File: config.mk
export PLATFORM = sky130hd
export DESIGN_NAME = uart_time_cmd_parser
export DESIGN_NICKNAME = d
export VERILOG_FILES = /design/src/rtl/uart_time_cmd_parser.sv
export SDC_FILE = /design/constraint.sdc
export NUM_CORES = 1
export LEC_CHECK = 0
export ABC_AREA = 1
export CORE_MARGIN = 2
export CORE_UTILIZATION = 27
export CTS_BUF_LIST = sky130_fd_sc_hd__clkbuf_8
export CTS_CLUSTER_SIZE = 12
export DETAILED_ROUTE_END_ITERATION = 10
export GPL_ROUTABILITY_DRIVEN = 0
export HOLD_SLACK_MARGIN = 0.12
export PLACE_DENSITY = 0.54
export SETUP_SLACK_MARGIN = 0.05
export SLEW_MARGIN = 30
export SYNTH_ARGS = -nofsm -noshare
export SYNTH_HDL_FRONTEND = slang
export SYNTH_SLANG_ARGS = --single-unit
File: constraint.sdc
create_clock -name clk -period 1.9 [get_ports clk]
set_clock_uncertainty 0.2 [all_clocks]
set_input_delay 0.38 -clock clk [delete_from_list [all_inputs] [get_ports clk]]
set_output_delay 0.38 -clock clk [all_outputs]
set_load 0.02 [all_outputs]
File: src/rtl/uart_time_cmd_parser.sv
// ASCII time/alarm command parser: "t"/"a" + MMSS digits -> BCD load strobes.
// Optional byte echo toward the TX/video path when RX_ECHO_EN is defined.
module uart_time_cmd_parser #(
  parameter int unsigned TIMEOUT_CYC = 12000000
) (
  input  logic       clk,
  input  logic       rst,
  input  logic       bu_rx_data_rdy,
  input  logic [7:0] bu_rx_data,
  output logic       ld_time,
  output logic       ld_alarm,
  output logic [3:0] ld_Mtens,
  output logic [3:0] ld_Mones,
  output logic [3:0] ld_Stens,
  output logic [3:0] ld_Sones,
  output logic       cmd_err,
  output logic [7:0] echo_data,
  output logic       echo_rdy
);

  localparam logic [2:0]  S_IDLE  = 3'd0;
  localparam logic [2:0]  S_D0    = 3'd1;
  localparam logic [2:0]  S_D1    = 3'd2;
  localparam logic [2:0]  S_D2    = 3'd3;
  localparam logic [2:0]  S_D3    = 3'd4;
  localparam logic [7:0]  ESC     = 8'h1B;
  localparam logic [23:0] TO_LAST = 24'(TIMEOUT_CYC - 1);

  logic [2:0]  state_q, state_d;
  logic [23:0] cnt_q, cnt_d;
  logic        cmd_alarm_q, cmd_alarm_d;
  logic [3:0]  sh0_q, sh0_d, sh1_q, sh1_d, sh2_q, sh2_d;
  logic [3:0]  mt_q, mt_d, mo_q, mo_d, st_q, st_d, so_q, so_d;
  logic        ld_time_q, ld_time_d;
  logic        ld_alarm_q, ld_alarm_d;
  logic        cmd_err_q, cmd_err_d;

  logic       is_cmd, is_alarm_letter, is_dig;
  logic [3:0] lim;
  logic [3:0] nib;

  assign is_alarm_letter = (bu_rx_data == 8'h61) || (bu_rx_data == 8'h41);
  assign is_cmd          = is_alarm_letter || (bu_rx_data == 8'h74) || (bu_rx_data == 8'h54);
  // Tens positions (D0, D2) only allow 0-5.
  assign lim    = ((state_q == S_D0) || (state_q == S_D2)) ? 4'd5 : 4'd9;
  assign nib    = bu_rx_data[3:0];
  assign is_dig = (bu_rx_data[7:4] == 4'h3) && (nib <= lim);

  always_comb begin
    state_d     = state_q;
    cnt_d       = cnt_q;
    cmd_alarm_d = cmd_alarm_q;
    sh0_d       = sh0_q;
    sh1_d       = sh1_q;
    sh2_d       = sh2_q;
    mt_d        = mt_q;
    mo_d        = mo_q;
    st_d        = st_q;
    so_d        = so_q;
    ld_time_d   = 1'b0;
    ld_alarm_d  = 1'b0;
    cmd_err_d   = 1'b0;
    case (state_q)
      S_IDLE: begin
        cnt_d = '0;
        if (bu_rx_data_rdy && is_cmd) begin
          state_d     = S_D0;
          cmd_alarm_d = is_alarm_letter;
        end
      end
      S_D0, S_D1, S_D2, S_D3: begin
        if (bu_rx_data_rdy) begin
          cnt_d = '0;
          if (bu_rx_data == ESC) begin
            state_d = S_IDLE;
            sh0_d   = '0;
            sh1_d   = '0;
            sh2_d   = '0;
          end else if (is_dig) begin
            if (state_q == S_D0) begin
              sh0_d   = nib;
              state_d = S_D1;
            end else if (state_q == S_D1) begin
              sh1_d   = nib;
              state_d = S_D2;
            end else if (state_q == S_D2) begin
              sh2_d   = nib;
              state_d = S_D3;
            end else begin
              // Last digit goes straight to the output with the shadow.
              mt_d       = sh0_q;
              mo_d       = sh1_q;
              st_d       = sh2_q;
              so_d       = nib;
              ld_time_d  = ~cmd_alarm_q;
              ld_alarm_d = cmd_alarm_q;
              state_d    = S_IDLE;
            end
          end else begin
            cmd_err_d = 1'b1;
            state_d   = S_IDLE;
            sh0_d     = '0;
            sh1_d     = '0;
            sh2_d     = '0;
          end
        end else if (cnt_q == TO_LAST) begin
          cmd_err_d = 1'b1;
          state_d   = S_IDLE;
          cnt_d     = '0;
          sh0_d     = '0;
          sh1_d     = '0;
          sh2_d     = '0;
        end else begin
          cnt_d = cnt_q + 24'd1;
        end
      end
      default: begin
        state_d = S_IDLE;
        cnt_d   = '0;
      end
    endcase
  end

  always_ff @(posedge clk or posedge rst) begin
    if (rst) begin
      state_q     <= S_IDLE;
      cnt_q       <= '0;
      cmd_alarm_q <= 1'b0;
      sh0_q       <= '0;
      sh1_q       <= '0;
      sh2_q       <= '0;
      mt_q        <= '0;
      mo_q        <= '0;
      st_q        <= '0;
      so_q        <= '0;
      ld_time_q   <= 1'b0;
      ld_alarm_q  <= 1'b0;
      cmd_err_q   <= 1'b0;
    end else begin
      state_q     <= state_d;
      cnt_q       <= cnt_d;
      cmd_alarm_q <= cmd_alarm_d;
      sh0_q       <= sh0_d;
      sh1_q       <= sh1_d;
      sh2_q       <= sh2_d;
      mt_q        <= mt_d;
      mo_q        <= mo_d;
      st_q        <= st_d;
      so_q        <= so_d;
      ld_time_q   <= ld_time_d;
      ld_alarm_q  <= ld_alarm_d;
      cmd_err_q   <= cmd_err_d;
    end
  end

  assign ld_time  = ld_time_q;
  assign ld_alarm = ld_alarm_q;
  assign cmd_err  = cmd_err_q;
  assign ld_Mtens = mt_q;
  assign ld_Mones = mo_q;
  assign ld_Stens = st_q;
  assign ld_Sones = so_q;

`ifdef RX_ECHO_EN
  logic       echo_rdy_q, echo_rdy_d;
  logic [7:0] echo_data_q, echo_data_d;

  always_comb begin
    echo_rdy_d  = bu_rx_data_rdy && ((state_q != S_IDLE) || is_cmd);
    echo_data_d = echo_rdy_d ? bu_rx_data : echo_data_q;
  end

  always_ff @(posedge clk or posedge rst) begin
    if (rst) begin
      echo_rdy_q  <= 1'b0;
      echo_data_q <= 8'h00;
    end else begin
      echo_rdy_q  <= echo_rdy_d;
      echo_data_q <= echo_data_d;
    end
  end

  assign echo_rdy  = echo_rdy_q;
  assign echo_data = echo_data_q;
`else
  assign echo_rdy  = 1'b0;
  assign echo_data = 8'h00;
`endif

endmodule
==> flow_summary.toml, run 1 <==
# flow metrics
[timing]
rsz0062_at_grt = "true"
hold_ws_ns = 0.269
setup_viol = 28
hold_viol = 0
fin_ws_ns = -0.0782

[layout]
syn2layout_area_growth_pct = 36.8
dominant_cells = "combinational gates"
lay_top_cells = "nand2_1 (139), dfrtp_1 (59), nor2_1 (57)"
comb-cell-share_pct = 37.8
layout_top_cell = "nand2_1"
design.final.nets = 507
clk_share_pct = 4.65
clock_buffers = 9

[global_routing]
grt_start_max_net_pins = 60
grt_pass1_wl_mm = 12.6
grtUsageMet3_pct = 3.05
antenna_found_initial = 0

[critical_path]
path_class = "reg2reg"
crit_end = "sh1_q[2]$_DFFE_PP0P_"
crit_required_ns = 1.98
startpoint_type = "flop"
regToRegSetupSlack_ns = -0.08

[yosys]
compound_area_share_pct = 2.38
synth_stat.cells = 417
yosys.cell_types.count = 29
synthArstFlopShare_pct = 100
edf_count = 0
top_area_cell = "dfrtp_1"
synth_adder_area_share_pct = 1.19

[routing]
first_pass_iters = 5
drt_iter0_markers = 177
wl_met2_mm = 3.34

[outcome]
outcome = "finished, violations left"
violations = "setup timing"

[die]
die_area_um2 = 12500

[power]
ir_worst_vdd_mv = 0.413

[placed_design]
pre_cts_slack_ns = -0.383

[clocking]
ctsResizeCount = 27
cts_root_buffer = "clkbuf_8"
insertion_delay_ns = 0.34
[run 1: sequential cells by signal (all words and copies together) (netlist names)]
name / flops
ld_Mones: 4
cnt_q: 24
sh2_q: 4
sh0_q: 4
ld_Mtens: 4
ld_alarm: 1
sh1_q: 4
ld_time: 1
ld_Stens: 4
state_q: 3
ld_Sones: 4
cmd_err: 1
cmd_alarm_q: 1
[run 1: power by group]
group          switching [W]  leakage, nW  total (W)  internal, W
clock               0.000550       0.0962    0.00116     0.000613
sequential         0.0000294        0.820    0.00133      0.00130
combinational       0.000529         1.19   0.000923     0.000394
total                0.00111         2.11    0.00341      0.00230
==> run_1/flops_by_reg.png <==
(4 px per um)
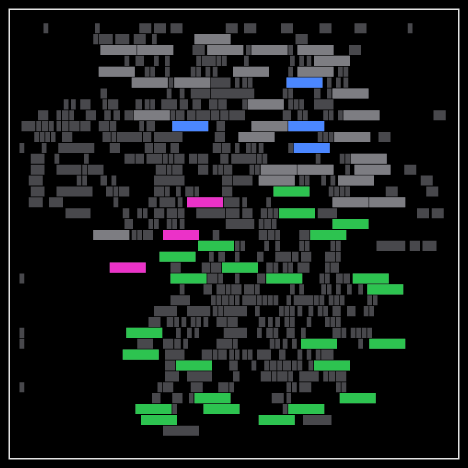
- sh1_q: blue (flops 4)
- cnt_q: green (flops 24)
- state_q: magenta (flops 3)
- not colored: 28
storage element area: 1480 um^2
sequential cell area share: 34.3%
utilization after layout: 37.7%
Seq group: 0.00133 W

==> run_1/placement_by_type.png <==
(2 px per um)
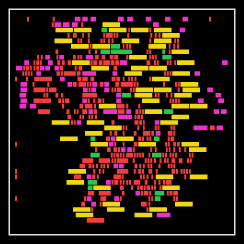
- clock drivers and dummy loads: green (cells 16)
- sequential cells: yellow (cells 59)
- combinational and other logic: red (cells 351)
- remaining buffers and delay cells: magenta (cells 72)
fin area: 4310 um^2
core area: 11400 um^2
FP Rows: 39

==> run_1/wires.png <==
(3 px per um) Only two layers are drawn.
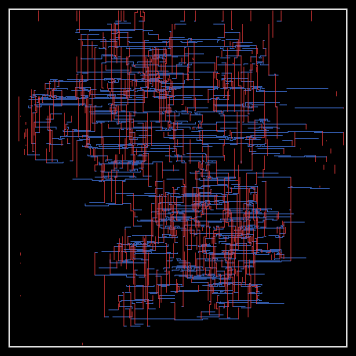
- metal 2: red (wire length 3340 um)
- metal 1: blue (wire length 3820 um)
routed wire length: 7.61 mm
DR vias: 2869

==> run_1/placement.png <==
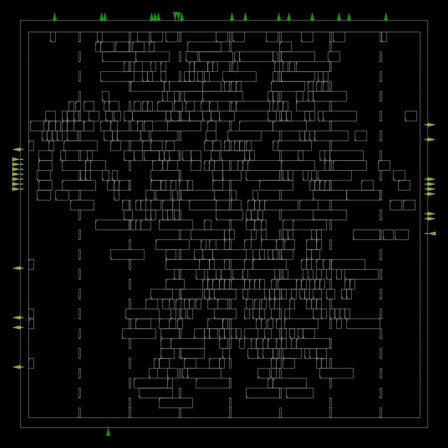
Layout Cells excl Fill: 641
registers: 59
fillers: 1182

==> run_1/layer_met3.png <==
(3 px per um)
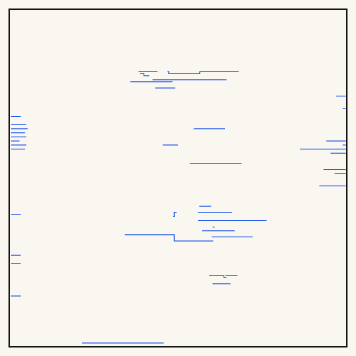

--- run 2 (diff from run 1) ---
CORE_ASPECT_RATIO = 1.75   (was unset)
MAX_ROUTING_LAYER = met4   (was unset)
PLACE_DENSITY = 0.53   (was 0.54)
clock period = 2 ns   (was 1.9 ns; I/O delays follow)
==> run_2/layer_met3.png <==
(3 px per um)
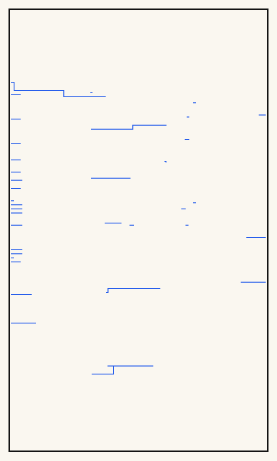
- main direction: horizontal
- wire length on this layer: 208 um
- longest straight run: 17.2 um
- share of all routed wire: 2.6%
- nets with wire on the layer: 26
DR vias: 2837
met3 Use GR: 2.53%
routed wire length: 8.04 mm

==> run_2/wires.png <==
(3 px per um) Only two layers are drawn.
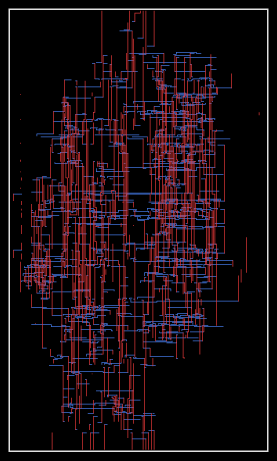
- metal 2: red (wire length 4820 um)
- metal 1: blue (wire length 2780 um)
routed len/inst: 12.7 um
Global Route Usage Sum: 14.0%

==> run_2/placement.png <==
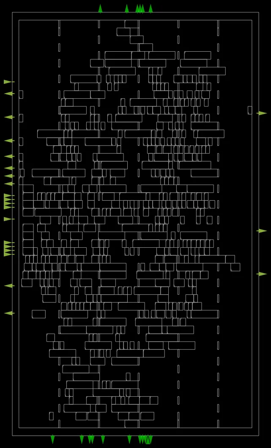
# Taps: 135
utilization after layout: 36.9%
FP Rows: 52

==> run 2 against run 1 <==
The flow still finishes with violations (setup timing); total power down 4.5%; cell area down 2.1%; die area up 0.27%; critical path depth unchanged; worst hold slack worse by 0.13 ns; global-route usage up 1.4 points; largest power group unchanged.
==> flow_summary.toml, run 2 <==
# flow metrics
[outcome]
outcome = "finished, violations left"
violations = "setup timing"

[routing]
drt_iter0_markers = 139
wl_met2_mm = 4.82

[timing]
hold_ws_ns = 0.134
setup_viol = 5
fin_ws_ns = -0.00621

[layout]
lay_top_cells = "nand2_1 (146), nor2_1 (61), dfrtp_1 (59)"
layout_top_cell = "nand2_1"
fin_cells = 632
syn2layout_area_growth_pct = 34.0

[yosys]
synth_stat.cells = 417
synth_adder_area_share_pct = 1.19
edf_count = 0
yosys.cell_types.count = 29

[global_routing]
grt_pass1_wl_mm = 13.2
antenna_found_initial = 0

[placed_design]
pre_cts_slack_ns = -0.312

[critical_path]
startpoint_type = "flop"
crit_end = "ld_Mtens[0]$_DFFE_PP0P_"

[clocking]
cts_root_buffer = "clkbuf_8"

[die]
coreArea_um2 = 11500
-- run 2: final cells by class --
| type | count | area share (%) |
|---|---|---|
| flip-flops and latches | 59 | 35.0 |
| repair buffers | 71 | 15.8 |
| multi-input cells | 310 | 35.9 |
| clock inverters | 5 | 1.81 |
| well taps | 135 | 4.00 |
| inverters | 41 | 3.85 |
| clock buffers | 11 | 3.59 |
-- run 2: where the power goes --
part	switching, W	internal (W)	leakage (nW)	total [W]
logic	0.000450	0.000303	1.26	0.000753
registers	0.0000254	0.00123	0.820	0.00126
clock network	0.000485	0.000763	0.117	0.00125
Power is estimated from default activity; no workload was simulated.
